--- src/rtl/r7_uart_monitor.sv ---
// r7_uart_monitor
//   Watches the CPU core's r7_data output. Whenever the value changes, the
//   new value goes out on a UART line as four uppercase hex characters and
//   then CR LF (8N1, LSB first, idle high). A single-entry overwrite buffer
//   holds the newest value that arrives while a message is in flight.
//
// Parameters
//   CLKS_PER_BIT  clock cycles per UART bit (>= 2)
//
// Ports
//   clock    in   system clock, rising edge
//   reset    in   asynchronous, active-high reset
//   r7_data  in   [15:0] value to monitor
//   tx       out  UART serial out, idle high
//   busy     out  high while a message is being transmitted
//   overrun  out  sticky: a pending value was overwritten before it was sent
module r7_uart_monitor #(
  parameter int CLKS_PER_BIT = 868
) (
  input  logic        clock,
  input  logic        reset,
  input  logic [15:0] r7_data,
  output logic        tx,
  output logic        busy,
  output logic        overrun
);

  localparam int BAUD_W = (CLKS_PER_BIT > 1) ? $clog2(CLKS_PER_BIT) : 1;
  localparam logic [BAUD_W-1:0] BAUD_LAST = BAUD_W'(CLKS_PER_BIT - 1);
  localparam logic [2:0]        LAST_BYTE = 3'd5;

  typedef enum logic [1:0] {IDLE, START, DATA, STOP} state_t;

  state_t            state;
  logic [15:0]       last_seen;
  logic [15:0]       snap;
  logic [15:0]       pending;
  logic              pending_valid;
  logic [BAUD_W-1:0] baud_cnt;
  logic [2:0]        bit_idx;
  logic [2:0]        byte_idx;
  logic [7:0]        cur_byte;

  logic change;
  logic baud_end;
  logic msg_done;

  function automatic logic [7:0] hex_char(input logic [3:0] n);
    // 'A' - 10 = 0x37
    return (n < 4'd10) ? (8'h30 + {4'h0, n}) : (8'h37 + {4'h0, n});
  endfunction

  // Byte currently on the wire, selected from the snapshot.
  always_comb begin
    cur_byte = 8'h0A;
    case (byte_idx)
      3'd0:    cur_byte = hex_char(snap[15:12]);
      3'd1:    cur_byte = hex_char(snap[11:8]);
      3'd2:    cur_byte = hex_char(snap[7:4]);
      3'd3:    cur_byte = hex_char(snap[3:0]);
      3'd4:    cur_byte = 8'h0D;
      default: cur_byte = 8'h0A;
    endcase
  end

  assign change   = (r7_data != last_seen);
  assign baud_end = (baud_cnt == BAUD_LAST);
  // Last cycle of the final stop bit: the edge where the next message is chosen.
  assign msg_done = (state == STOP) && baud_end && (byte_idx == LAST_BYTE);

  always_ff @(posedge clock or posedge reset) begin
    if (reset) begin
      state         <= IDLE;
      last_seen     <= 16'h0000;
      snap          <= 16'h0000;
      pending       <= 16'h0000;
      pending_valid <= 1'b0;
      baud_cnt      <= '0;
      bit_idx       <= 3'd0;
      byte_idx      <= 3'd0;
      tx            <= 1'b1;
      busy          <= 1'b0;
      overrun       <= 1'b0;
    end else begin
      last_seen <= r7_data;

      case (state)
        IDLE: begin
          // Start bit goes out on the same edge that sees the change.
          if (change) begin
            snap     <= r7_data;
            byte_idx <= 3'd0;
            baud_cnt <= '0;
            tx       <= 1'b0;
            busy     <= 1'b1;
            state    <= START;
          end
        end

        START: begin
          if (baud_end) begin
            baud_cnt <= '0;
            bit_idx  <= 3'd0;
            tx       <= cur_byte[0];
            state    <= DATA;
          end else begin
            baud_cnt <= baud_cnt + 1'b1;
          end
        end

        DATA: begin
          if (baud_end) begin
            baud_cnt <= '0;
            if (bit_idx == 3'd7) begin
              tx    <= 1'b1;
              state <= STOP;
            end else begin
              bit_idx <= bit_idx + 3'd1;
              tx      <= cur_byte[bit_idx + 3'd1];
            end
          end else begin
            baud_cnt <= baud_cnt + 1'b1;
          end
        end

        STOP: begin
          if (baud_end) begin
            baud_cnt <= '0;
            if (byte_idx != LAST_BYTE) begin
              byte_idx <= byte_idx + 3'd1;
              tx       <= 1'b0;
              state    <= START;
            end else if (change) begin
              // A change seen on the completion edge is newer than anything
              // buffered, so it goes straight out and the buffer is dropped.
              snap          <= r7_data;
              byte_idx      <= 3'd0;
              tx            <= 1'b0;
              state         <= START;
              pending_valid <= 1'b0;
              if (pending_valid) overrun <= 1'b1;
            end else if (pending_valid) begin
              snap          <= pending;
              pending_valid <= 1'b0;
              byte_idx      <= 3'd0;
              tx            <= 1'b0;
              state         <= START;
            end else begin
              busy  <= 1'b0;
              state <= IDLE;
            end
          end else begin
            baud_cnt <= baud_cnt + 1'b1;
          end
        end

        default: state <= IDLE;
      endcase

      // Changes during a message land in the overwrite buffer; newest wins.
      if ((state != IDLE) && change && !msg_done) begin
        pending       <= r7_data;
        pending_valid <= 1'b1;
        if (pending_valid) overrun <= 1'b1;
      end
    end
  end

endmodule
--- config.mk ---
export PLATFORM = sky130hd
export DESIGN_NAME = r7_uart_monitor
export DESIGN_NICKNAME = d
export VERILOG_FILES = /design/src/rtl/r7_uart_monitor.sv
export SDC_FILE = /design/constraint.sdc
export NUM_CORES = 1
export LEC_CHECK = 0
export ABC_AREA = 1
export CAP_MARGIN = 0
export CORE_ASPECT_RATIO = 1.2
export CORE_MARGIN = 3
export CORE_UTILIZATION = 54
export DETAILED_ROUTE_END_ITERATION = 8
export GPL_TIMING_DRIVEN = 0
export HOLD_SLACK_MARGIN = 0.08
export PLACE_DENSITY = 0.76
export SYNTH_ARGS = -nofsm -noshare
export SYNTH_HDL_FRONTEND = slang
export SYNTH_SLANG_ARGS = --single-unit
--- constraint.sdc ---
create_clock -name clock -period 2.01 [get_ports clock]
set_input_delay 0.402 -clock clock [delete_from_list [all_inputs] [get_ports clock]]
set_output_delay 0.402 -clock clock [all_outputs]
set_load 0.1 [all_outputs]
==> run notes, run 1 <==
impl run done, here's what came out: time the worst path needs with I/O delays and setup=1950 ps, CTS clock-pin slew for the worst setup and hold paths=70 ps, die y size=99.9 um, adder and majority cell fraction of the synthesized area=3.79%, worst slew margin relative to its limit=36.8%, nets@finish=587, crit end category=output pin, Max Freq=0.514 GHz, post-route worst setup slack=63.3 ps, Stages on worst setup path=1, Layout Skew=7.05 ps, leakage component of the power=2.37 nW, clock latency of the later-clocked register in the worst-skew pair=330 ps, class of the tightest hold or removal check=in -> reg, width of the die=84.2 um, delay of the slowest critical-path stage=860 ps, status=finished clean, routed length per placed instance=13.1 um, ratio of final minimum period to clock period=96.9%, aggregate global routing overflow=0, worst path arrival time=1540 ps, MaxCap Viol Count=0, dominant register cell=dfrtp_1
## run 1: cell usage after synthesis, types with 3 or more instances
cell type  number
dfrtp_1        69
a21oi_1        14
nand2_1       156
o22ai_1         5
nor2_1         38
buf_6           5
inv_1          70
xor2_1          8
buf_2           4
o31ai_1         3
o21ai_0        51
nor2_2          3
o21ai_1        17
xnor2_1        10
nand4_1         3
nand3_1        32
nand2_4         3
ha_1           12
## run 1: metal layers
layer | global-route usage, % | vias up | part of all wire (%)
met5 | 0 | - | 0
met4 | 9.78 | 0 | 1.8
met3 | 3.78 | 15 | 3.3
met2 | 34.2 | 80 | 50
met1 | 26.9 | 1599 | 45
li1 | - | 1730 | -
## run 1: where the power goes
group / switching, mW / total [mW] / internal (mW)
Clock: 0.482 / 0.903 / 0.421
Combinational: 1.91 / 3.11 / 1.19
Sequential: 0.340 / 2.20 / 1.86
## run 1: layout make-up
cell class | count | share of cell area [%]
multi-input cells | 368 | 41.5
repair buffers | 26 | 7.03
plain buffers | 11 | 2.34
inverters | 71 | 5.87
flip-flops and latches | 70 | 37.8
well taps | 87 | 2.34
clock inverters | 3 | 0.323
clock buffers | 10 | 2.75
## run 1: what timing repair did
action / CTS / global route
buffers inserted: 1 / 2
gates cloned: 0 / 2
pin swaps: 3 / 10
resized: 25 / 39
setup endpoints to repair: 38 / 40
## run 1: registers in the layout, summed over array words and instances (netlist names)
register,flops
busy,1
pending,16
pending_valid,1
bit_idx,3
snap,16
last_seen,16
state,2
baud_cnt,10
byte_idx,3
overrun,1
tx,1
## run 1: cells by family after synthesis
logic type / count (synthesis)
compound gates: 98
xor+xnor: 18
fa+ha+maj: 12
buf+inv: 84
flops: 70
simple gates: 240
run_1/layer_met1.png
Scale: 4 px per um. Supply wires on this layer in grey.
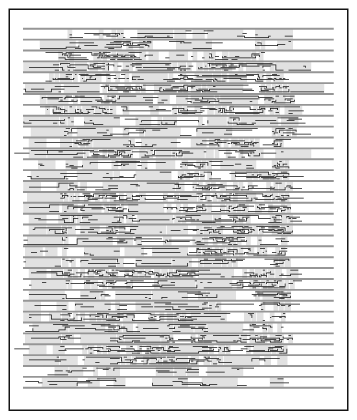
The longest straight run is 20.5 um. 544 nets have wire on it. The layer holds 45% of the routed length. The layer carries 3770 um of wire.
Detailed Route WL: 8430 um
M1 GR Usage: 26.9%
DR vias: 3424

run_1/cell_density.png
Scale: 4 px per um. The die is cut into 8 by 10 equal tiles; dark blue is low, red is high, 0 to 100% covered.
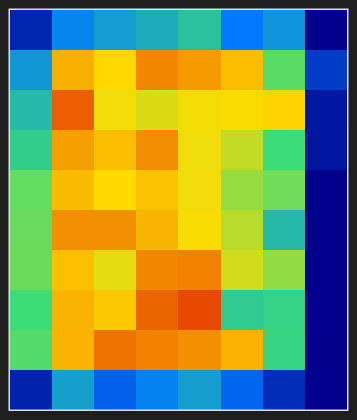
35% of the tiles are over 75% full. The emptiest ninth of the die: south-east. The densest ninth of the die: centre. 8.7% of the tiles are nearly empty.

run_1/io_fan.png
Scale: 3 px per um.
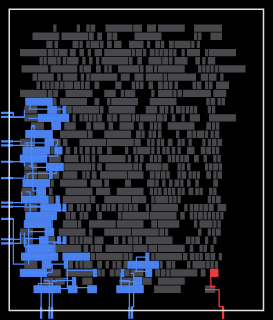
Key: reset = red [bits 1, direction input, edge south, end cells 1, buffers 1, wire 17.7 um]; r7_data = blue [bits 16, direction input, edge 11 west, 5 south, end cells 50, buffers 16, wire 470 um]

run_1/placement_by_type.png
Scale: 4 px per um.
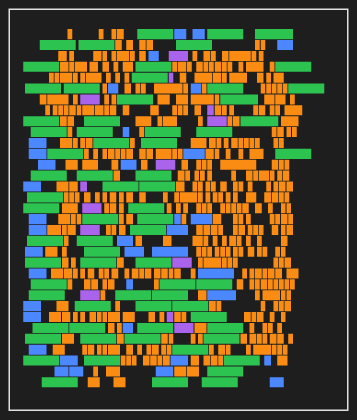

## Run 2: what changed since run 1
--- a/config.mk
+++ b/config.mk
@@ -6,6 +6,7 @@
 export NUM_CORES = 1
 export LEC_CHECK = 0
 export ABC_AREA = 1
+export ABC_CLOCK_PERIOD_IN_PS = 1750
 export CAP_MARGIN = 0
 export CORE_ASPECT_RATIO = 1.2
 export CORE_MARGIN = 3
==> constraint.sdc (replaced) <==
create_clock -name clock -period 1.75 [get_ports clock]
set_input_delay 0.35 -clock clock [delete_from_list [all_inputs] [get_ports clock]]
set_output_delay 0.35 -clock clock [all_outputs]
set_load 0.1 [all_outputs]
run_2/placement_by_type.png
Scale: 4 px per um.
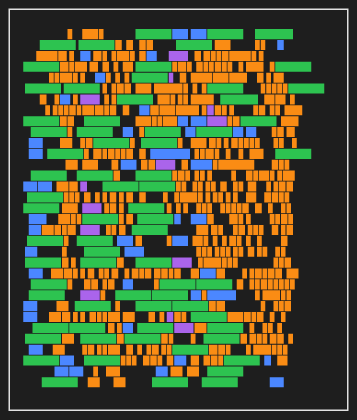
Key: sequential cells = green [cells 70, share of their area 38%]; clock drivers and dummy loads = purple [cells 13, share of their area 3.1%]; remaining buffers and delay cells = blue [cells 45, share of their area 9.7%]; combinational and other logic = orange [cells 439, share of their area 49%]
Std-Cell Core Area: 6980 sq um
fraction of area in registers: 37.3%
final core area utilization: 67.4%
final non-filler cell area: 4700 sq um
number of rows in the core area: 33

==> run 2 against run 1 <==
  * The run now ends with negative setup slack left
  * Hold slack worse by 31 ps
  * First-iteration DRC count grew 38%
  * Flip-flop count is the same
  * Area after synthesis unchanged
  * Clock skew hardly changed
  * Global-route usage rose by 0.98 points
  * Wire length increased by 0.90%
  * Critical path depth increased by 9
  * Power is 19% higher
  * Worst setup slack worse by 170 ps
  * Via count grew 1.4%
  * Final cell count rose by 1.2%
==> run notes, run 2 <==
impl run done, here's what came out: count of clock buffers in the final design=10 (unchanged), non-clk buf share=9.49% (+0.12 points), ratio of final minimum period to clock period=106%, largest registers ranked by flip-flop count=last_seen x16, pending x16, snap x16, aggregate global routing overflow=0 (unchanged), Detailed Route WL=8510 um (+0.90%), final number of setup-violating endpoints=24, post-route worst setup slack=-106 ps (-169 ps), class of the tightest hold or removal check=in -> reg, nets@finish=595 (+1.4%), Layout Skew=6.77 ps (-0.285 ps), crit end category=flop, portion of total power attributed to the clock network=14.0% (-0.5 points), Non-Clock Inverter Count=71 (unchanged), worst slew margin relative to its limit=59.5% (+23 points), count of inserted tapcells=87 (unchanged), leakage component of the power=2.31 nW (-2.4%), dominant register cell=dfrtp_1, MaxCap Viol Count=0 (unchanged), most frequent cell after synthesis=nand2_1, DR vias=3471 (+1.4%), status=complete, but fails checks, share of the final layout cell area in multi-input gates=42.1% (+0.53 points), multi-input combinational cell count=368 (unchanged), cells resized by post-CTS repair=57 (+130%), clock latency of the later-clocked register in the worst-skew pair=340 ps (about the same), commonest cells in the netlist=nand2_1, inv_1, dfrtp_1, Switching Fraction=44.1% (+0.071 points), relative contribution of sequential cells to total power=34.2% (-1.2 points), flip-flop and latch count=70 (unchanged), violated checks=negative setup slack, buffers outside the clock class=45 (+22%), share of power burned in combinational logic=51.9% (+1.9 points), delay of the slowest critical-path stage=380 ps (-480 ps), routed length per placed instance=13.0 um (-0.33%)
run_2/io_fan.png
Scale: 3 px per um.
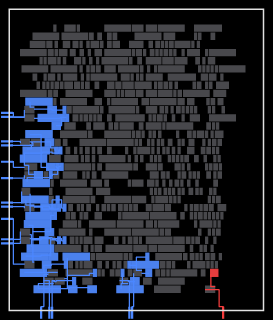
Key: reset = red [bits 1, direction input, edge south, end cells 1, buffers 1, wire 17.7 um]; r7_data = blue [bits 16, direction input, edge 11 west, 5 south, end cells 50, buffers 16, wire 447 um]
count of input and output buffers: 20
total I/O pin count: 21

## run 2: cell counts after synthesis
Identical to the previous run, type by type.
## run 2: power groups by stage
stage	logic [mW]	registers [mW]	clock network [mW]
2_1_floorplan	2.34	2.59	0
3_3_place_gp	3.07	2.49	0
3_5_place_dp	3.18	2.51	0
4_1_cts	3.64	2.50	1.06
5_1_grt	4.32	2.59	1.13
6_report	3.83	2.52	1.03
## run 2: path summary, 6_finish.rpt
kind / startpoint / to / cells after the start
min in group asynchronous: reset / snap[11] / 2
setup / recovery: last_seen[13] / snap[0] / 10
hold / removal: r7_data[5] / last_seen[5] / 1
max in group asynchronous: reset / tx / 3
setup reg to reg: last_seen[13] / snap[0] / 10
hold reg to reg: tx / tx / 2
## run 2: worst max-delay path, delay by kind of cell (launching register included)
kind	cells	cell delay, ps
AOI/OAI and AO/OA	3	290
buffers and inverters	1	180
DFF	1	380
and+or+nand+nor	6	880
## run 2: per-layer routing
metal	global-route usage, %	share of wire (%)	vias up
li1	-	-	1751
met1	27.3	44	1627
met2	36.8	50	73
met3	3.94	3.1	20
met4	10.1	2.2	0
met5	0	0	-
## run 2: cells by family after synthesis
| group | share of synthesized area [%] |
|---|---|
| xor gates and xnor gates | 3.97 |
| adders and majority gates | 3.79 |
| AOI/OAI and AO/OA | 13.8 |
| DFF | 44.2 |
| and+or+nand+nor | 25.1 |
| buffers and inverters | 9.15 |
## run 2: through the flow
stage                     setup slack (ps)  utilization [%]
final                                 -106             67.4
after global routing                  -225             67.4
after CTS                             -142             66.2
after detailed placement              -755             61.6
after global placement                -729             61.3
after floorplan                       13.0                -
run_2/layer_met1.png
Scale: 4 px per um. Supply wires on this layer in grey.
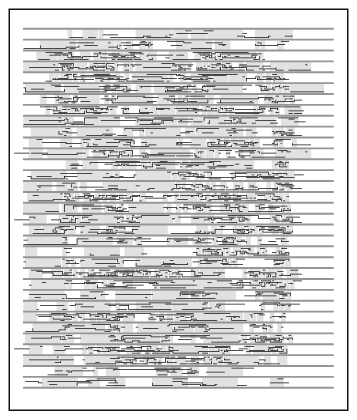

## Run 3: what changed since run 2
--- a/config.mk
+++ b/config.mk
@@ -5,10 +5,9 @@
 export SDC_FILE = /design/constraint.sdc
 export NUM_CORES = 1
 export LEC_CHECK = 0
-export ABC_AREA = 1
 export ABC_CLOCK_PERIOD_IN_PS = 1750
 export CAP_MARGIN = 0
-export CORE_ASPECT_RATIO = 1.2
+export CORE_ASPECT_RATIO = 1.75
 export CORE_MARGIN = 3
 export CORE_UTILIZATION = 54
 export DETAILED_ROUTE_END_ITERATION = 8
run_3/layer_met1.png
Scale: 4 px per um. Supply wires on this layer in grey.
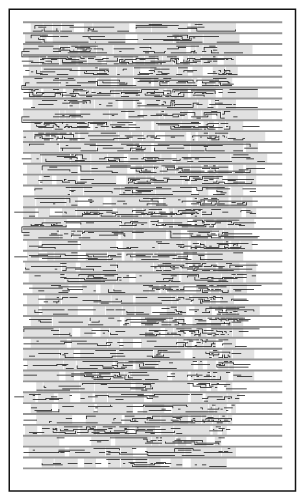
The longest straight run is 23.0 um. The wires run mostly horizontal. The layer holds 37% of the routed length.

run_3/cell_density.png
Scale: 4 px per um. The die is cut into 7 by 12 equal tiles; dark blue is low, red is high, 0 to 100% covered.
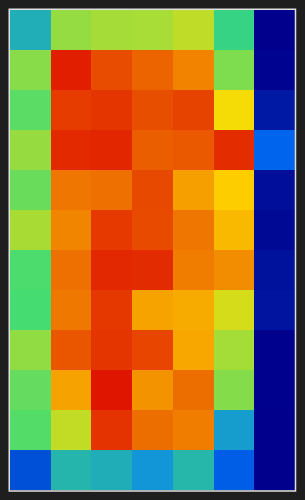
starting density of the core: 55.5%
Std-Cell Core Area: 7230 sq um
final core area utilization: 77.2%

==> run 3 against run 2 <==
  * The run still ends with negative setup slack left
  * Clock power grew 64%
  * Maximum frequency shrank 19%
  * Global-route usage grew 3.4 points
  * Hold slack gained 130 ps
  * Largest power group unchanged
  * Highest routed layer unchanged
==> run notes, run 3 <==
impl run done, here's what came out: largest registers ranked by flip-flop count=last_seen x16, pending x16, snap x16, met3 Track Usage GR=3.60% (-0.34 points), dominant register cell=dfrtp_1, worst slew margin relative to its limit=39.5% (-20 points), adder and majority cell fraction of the synthesized area=3.74% (-0.044 points), most congested layer reported by global routing=met2, nets@finish=504 (-15%), count of input and output buffers=20 (unchanged), routed length per placed instance=20.4 um (+57%), routed metal-1 wirelength=4230 um (+12%), relative contribution of sequential cells to total power=31.5% (-2.7 points), clock latency of the later-clocked register in the worst-skew pair=350 ps (about the same), crit end category=flop, delay of the slowest critical-path stage=400 ps (+20 ps), share of power burned in combinational logic=47.9% (-4.0 points), leakage component of the power=2.47 nW (+6.8%), total I/O pin count=21 (unchanged), ratio of final minimum period to clock period=131% (+25 points), portion of total power attributed to the clock network=20.6% (+6.6 points), MaxCap Viol Count=0 (unchanged), commonest cells in the netlist=dfrtp_1, o21ai_0, nand2_1, wire length on met2=6170 um (+44%), post-route worst setup slack=-545 ps (-439 ps), Detailed Route WL=11500 um (+35%), main power-consuming group=combinational logic, final number of setup-violating endpoints=54 (+130%), power attributed to combinational cells=3.94 mW (+3%), status=complete, but fails checks, most frequent cell after synthesis=dfrtp_1, violated checks=negative setup slack, routing usage on met2=44.5% (+7.7 points), M1 GR Usage=28.6% (+1.3 points), area fraction in mux cells=10.1% (+10 points), Buffers & Inverters on Critical Path=3 (+2)
==> run 3: cell types whose count changed after synthesis, sizes merged, moves of 6 or more <==
cell,before,now
nand3,32,9
o21ai,69,47
mux2,0,17
nand2,159,43
nor2,42,22
xnor2,10,20
a22o,0,6
mux2i,0,18
inv,71,17
==> run 3: worst paths after layout <==
path,startpoint,endpoint,slack [ps],cells after the start
max,byte_idx[1],tx,-550,11
min,r7_data[1],last_seen[1],340,1
min in group asynchronous,reset,state[1],540,2
max in group asynchronous,reset,snap[13],560,3
min reg2reg,tx,tx,480,2
max reg2reg,byte_idx[1],tx,-550,11
==> run 3: logic make-up (layout without fill, tap and decap cells) <==
| kind of cell | Yosys count | count (layout) |
|---|---|---|
| AOI/OAI and AO/OA | 106 | 106 |
| muxes | 35 | 35 |
| and+or+nand+nor | 117 | 117 |
| adders and majority gates | 12 | 12 |
| DFF | 70 | 70 |
| buffers and inverters | 36 | 116 |
| xor gates and xnor gates | 23 | 23 |
==> run 3: what timing repair did <==
item | in CTS | in global routing
setup endpoints to repair | 56 | 54
resized | 114 | 69
setup buffers | 28 | 17
pin swaps | 31 | 35
cloned | 4 | 0
hold endpoints to repair | 0 | 0
==> run 3: area by class of cell <==
| type | instances | area (sq um) |
|---|---|---|
| multi-input combinational | 293 | 2540 |
| sequential | 70 | 1760 |
| fill | 411 | 1650 |
| timing repair buffer | 69 | 656 |
| clock buffer | 9 | 225 |
| buffer | 14 | 174 |
| tap | 86 | 108 |
| inverter | 17 | 71.3 |
| clock inverter | 7 | 50.0 |
==> run 3: worst register-to-register path: stages, from the launching register on <==
cell and delay, ps:
dfrtp_1 400, buf_6 130, buf_8 110, and2_4 150, ha_4 200, nor3_4 170
o21ai_2 110, o41ai_4 240, buf_4 180, nor2_4 40, o41ai_4 360, o21ai_1 110
Power figures rest on the tool's default switching activity, not on a simulated workload.
